<file path="config.mk">
export PLATFORM = sky130hd
export DESIGN_NAME = control_unit
export DESIGN_NICKNAME = d
export VERILOG_FILES = /design/src/rtl/control_unit.sv
export SDC_FILE = /design/constraint.sdc
export NUM_CORES = 1
export LEC_CHECK = 0
export CAP_MARGIN = 20
export CORE_ASPECT_RATIO = 0.9
export CORE_MARGIN = 10
export CORE_UTILIZATION = 29
export CTS_CLUSTER_SIZE = 20
export DETAILED_ROUTE_END_ITERATION = 10
export PLACE_DENSITY = 0.89
export RECOVER_POWER = 50
export SYNTH_ARGS = -nofsm -noshare
export SYNTH_HDL_FRONTEND = slang
export SYNTH_SLANG_ARGS = --single-unit
</file>
<file path="constraint.sdc">
create_clock -name clk -period 2.4 [get_ports clk]
set_input_delay 0.36 -clock clk [delete_from_list [all_inputs] [get_ports clk]]
set_output_delay 0.36 -clock clk [all_outputs]
set_load 0.03 [all_outputs]
</file>
<file path="src/rtl/control_unit.sv">
// Main decoder and ALU decoder for a single-cycle RV32I core.
// Decode is combinational, and outputs are held at zero until the first clock edge after reset.
module control_unit (
  input  logic        clk,
  input  logic        reset,
  input  logic [31:0] Instr,
  input  logic        Zero,
  input  logic        Negative,
  output logic [1:0]  PCSrc,
  output logic [1:0]  ResultSrc,
  output logic        MemWrite,
  output logic        ALUSrc,
  output logic        RegWrite,
  output logic [4:0]  ALUControl,
  output logic [2:0]  ImmSrc
);

  localparam int unsigned OP_W  = 7;
  localparam int unsigned ALU_W = 5;

  localparam logic [OP_W-1:0] OP_LOAD   = 7'b0000011;
  localparam logic [OP_W-1:0] OP_STORE  = 7'b0100011;
  localparam logic [OP_W-1:0] OP_IALU   = 7'b0010011;
  localparam logic [OP_W-1:0] OP_RTYPE  = 7'b0110011;
  localparam logic [OP_W-1:0] OP_BRANCH = 7'b1100011;
  localparam logic [OP_W-1:0] OP_JAL    = 7'b1101111;
  localparam logic [OP_W-1:0] OP_JALR   = 7'b1100111;
  localparam logic [OP_W-1:0] OP_LUI    = 7'b0110111;

  localparam logic [ALU_W-1:0] ALU_ADD  = 5'd0;
  localparam logic [ALU_W-1:0] ALU_SUB  = 5'd1;
  localparam logic [ALU_W-1:0] ALU_AND  = 5'd2;
  localparam logic [ALU_W-1:0] ALU_OR   = 5'd3;
  localparam logic [ALU_W-1:0] ALU_XOR  = 5'd4;
  localparam logic [ALU_W-1:0] ALU_SLT  = 5'd5;
  localparam logic [ALU_W-1:0] ALU_SLTU = 5'd6;
  localparam logic [ALU_W-1:0] ALU_SLL  = 5'd7;
  localparam logic [ALU_W-1:0] ALU_SRL  = 5'd8;
  localparam logic [ALU_W-1:0] ALU_SRA  = 5'd9;

  logic            active;
  logic [OP_W-1:0] op;
  logic [2:0]      f3;
  logic            f7b5;
  logic [ALU_W-1:0] arith_alu;
  logic            taken;
  logic            unused_instr_bits;

  assign op   = Instr[6:0];
  assign f3   = Instr[14:12];
  assign f7b5 = Instr[30];
  assign unused_instr_bits = ^{Instr[31], Instr[29:15], Instr[11:7]};

  // Cleared by reset, set on the first edge with reset low.
  always_ff @(posedge clk) begin
    if (reset) active <= 1'b0;
    else       active <= 1'b1;
  end

  // Shared R-type / I-ALU operation table; only R-type uses bit 30 for SUB.
  always_comb begin
    arith_alu = ALU_ADD;
    case (f3)
      3'b000:  arith_alu = (f7b5 && (op == OP_RTYPE)) ? ALU_SUB : ALU_ADD;
      3'b001:  arith_alu = ALU_SLL;
      3'b010:  arith_alu = ALU_SLT;
      3'b011:  arith_alu = ALU_SLTU;
      3'b100:  arith_alu = ALU_XOR;
      3'b101:  arith_alu = f7b5 ? ALU_SRA : ALU_SRL;
      3'b110:  arith_alu = ALU_OR;
      3'b111:  arith_alu = ALU_AND;
      default: arith_alu = ALU_ADD;
    endcase
  end

  // Branch condition from ALU flags; bltu/bgeu rely on the SLTU result.
  always_comb begin
    taken = 1'b0;
    case (f3)
      3'b000:  taken = Zero;
      3'b001:  taken = !Zero;
      3'b100:  taken = Negative;
      3'b101:  taken = !Negative;
      3'b110:  taken = !Zero;
      3'b111:  taken = Zero;
      default: taken = 1'b0;
    endcase
  end

  always_comb begin
    PCSrc      = 2'b00;
    ResultSrc  = 2'b00;
    MemWrite   = 1'b0;
    ALUSrc     = 1'b0;
    RegWrite   = 1'b0;
    ALUControl = ALU_ADD;
    ImmSrc     = 3'b000;
    if (active) begin
      case (op)
        OP_LOAD: begin
          RegWrite  = 1'b1;
          ALUSrc    = 1'b1;
          ResultSrc = 2'b01;
        end
        OP_STORE: begin
          ALUSrc   = 1'b1;
          MemWrite = 1'b1;
          ImmSrc   = 3'b001;
        end
        OP_IALU: begin
          RegWrite   = 1'b1;
          ALUSrc     = 1'b1;
          ALUControl = arith_alu;
        end
        OP_RTYPE: begin
          RegWrite   = 1'b1;
          ALUControl = arith_alu;
        end
        OP_BRANCH: begin
          ImmSrc     = 3'b010;
          ALUControl = (f3[2:1] == 2'b11) ? ALU_SLTU : ALU_SUB;
          PCSrc      = taken ? 2'b01 : 2'b00;
        end
        OP_JAL: begin
          RegWrite  = 1'b1;
          ResultSrc = 2'b10;
          ImmSrc    = 3'b011;
          PCSrc     = 2'b01;
        end
        OP_JALR: begin
          RegWrite  = 1'b1;
          ALUSrc    = 1'b1;
          ResultSrc = 2'b10;
          PCSrc     = 2'b10;
        end
        OP_LUI: begin
          RegWrite  = 1'b1;
          ResultSrc = 2'b11;
          ImmSrc    = 3'b100;
        end
        default: begin
          PCSrc = 2'b00;
        end
      endcase
    end
  end

endmodule

</file>
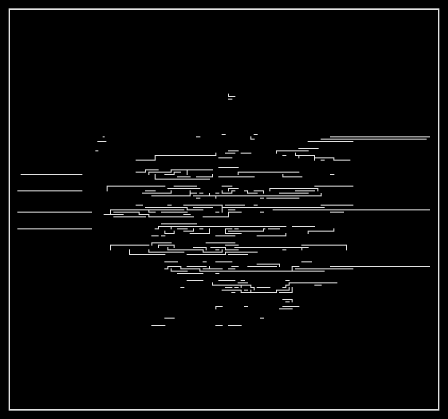
Figure 1: M1 wires.
longest straight run	22.5 um
wire length on this layer	634 um
DRT Wirelength: 1440 um
via count: 532
met1 Use GR: 9.45%

==> results_dict.tcl <==
# collected from the flow reports
set metrics [dict create \
    comb_area_share_pct 55.9 \
    path_max_fanout 6 \
    grt_pass1_wl_um 2140 \
    num-fill-cells 144 \
    simple_gate_area_share_pct 46.6 \
    top_regs "active (1)" \
    power-top-group "combinational cells" \
    finalSetupTns_ns 0 \
    largest_reg_flops 1 \
    synthArstFlopShare_pct 0 \
    drc 0 \
    pg_seq_mw 0.0191 \
    min_path_type "in -> reg" \
    p_comb_share_pct 80.1 \
    clk_pin_slew_ns 0 \
    dieArea_mm2 0.00355 \
    synth-adder-area-share_pct 0 \
    p_clk_mw 0 \
    sh_seq_area_pct 2.95 \
    post-cts-setup-buffers 0 \
    seq_cell_count 1 \
    placed_area_um2 678 \
    area_leaders "nand4bb_4, nand4b_1, buf_6" \
    top_area_cell "nand4bb_4" \
    powerDensity_mw_per_mm2 141 \
    flop_area_um2 20.0 \
    dieWidth_um 61.7 \
    start_kind "input port" \
    antenna-diode-count 0 \
    syn_area_um2 454 \
    syn_area_per_cell_um2 7.57 \
    gp_congestion 0.766 \
    edf_count 0 \
    intPower_mw 0.0573 \
    rows 13 \
    rsz0062_at_grt "false" \
    crit_chain "dlygate4sd3_1 > and2b_2 > a41oi_2 > nor4_1 > buf_4" \
    pre_cts_slack_ns 0.181 \
    path_buffers 2 \
    setup_viol 0 \
    worst_hold_slack_ns 0.969 \
    cp_top_family "buffers and inverters" \
    routedWlPerCell_um 14.7 \
    track_usage_pct 7.09 \
    tool_warnings 50 \
    outcome "completed" \
    finalNonFillerCells 98 \
    grt_max_degree 11 \
    hold_buffers 0 \
    post-route-min-period_ns 2.26 \
    ys_ff 1 \
    dieHeight_um 57.5 \
    grt-ovfl-total 0 \
    slowest_delay_ns 0.60 \
    antenna_left 0 \
    top_area_share_pct 6.06 \
    power.share.switching_pct 40.1 \
    ios 51 \
    endpoint_kind "primary output" \
    crit_required_ns 2.04 \
    regMostFlops "active" \
    fin_crit_sh_pct 94.0 \
    final_cell_area_um2 678 \
    drt_iter0_markers 10 \
    layout_top_cells "buf_4, clkdlybuf4s50_1, nand2_1" \
    largest_class "combinational gates" \
    num-multi-input-gates 51 \
    path_class "in -> out" \
    switching_power_mw 0.0384 \
    drive_above_1_share_pct 22.9 \
    inverters 2 \
    hpwl_um 1220 \
    finalHoldViolations 0 \
    first_global_vias 469 \
    fp_util_pct 31.0 \
    area_growth_syn_to_layout_pct 49.3 \
    coreArea_mm2 0.00146 \
    muxShareOfSynthArea_pct 4.41 \
    synthesis.instances 60 \
    use_met3_pct 2.43 \
    synthAoiAreaFrac_pct 27.8 \
    cp_slowest_cell "dlygate4sd3_1" \
    ff_type "dfxtp_1" \
    dp.cells 98 \
    layout_top_cell "buf_4" \
    ys_seq_share_pct 4.41 \
    xor_share_pct 3.86 \
    top_usage_layer "met2" \
    avgViaCountPerCell 5.43 \
    synth_nets 96 \
    logic_family "simple AND/OR/NAND/NOR gates" \
    ys_cells 60 \
    nets 121 \
    yosysWarnings 0 \
    arrival_ns 1.90 \
    setup_slack_ns 0.144 \
    maxCapViolCount 0 \
    comb_area_um2 379 \
    ir_drop_mv 0.103 \
    nWellTaps 15 \
    clockPowerShare_pct 0 \
    share_seq_of_total_power_pct 19.9 \
    cts.repair.resized 0 \
    p_leak_nw 0.280 \
    fmax_mhz 443 \
    io_buffer_count 28 \
    slew_violations 0 \
    yosys_area_um2 454 \
    yosysUniqueCellTypes 41 \
    p_comb_mw 0.0767 \
    dr.pass1.iters 4 \
    antenna_found_initial 0 \
]
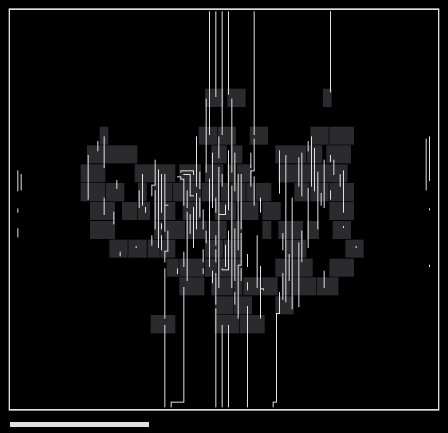
Figure 2: signal wires on met2.
The bar under the picture is 20 um long. Cells faint in the background.
main direction	vertical
share of all routed wire	47%
GR Util met2: 11.3%

[cell usage after synthesis (2+ instances only)]
cell	n
nand4b_1	3
buf_4	2
inv_1	2
nand2_1	4
nor2_1	3
mux2i_1	2
nor2b_1	2
buf_6	2
a21boi_0	2
nand2b_1	2
buf_2	2
a21oi_1	3
nor3_1	2
nor3b_1	2
[routing by layer]
layer	vias up	wire length, um
li1	275	-
met1	240	633
met2	17	669
met3	0	134
met4	0	0
met5	-	0
[path summary, 6_finish.rpt]
check	from	end	slack [ns]	cells past startpoint
max	Instr[4]	ALUControl[2]	0.14	5
min	reset	active	0.97	2
[metrics by stage]
stage | power, mW | utilization, %
final | 0.0958 | 46.3
after global routing | 0.102 | 46.3
after CTS | 0.0966 | 46.3
after detailed placement | 0.0962 | 46.3
after global placement | 0.0944 | 46.3
after floorplan | 0.0658 | -
Power figures rest on the tool's default switching activity, not on a simulated workload.
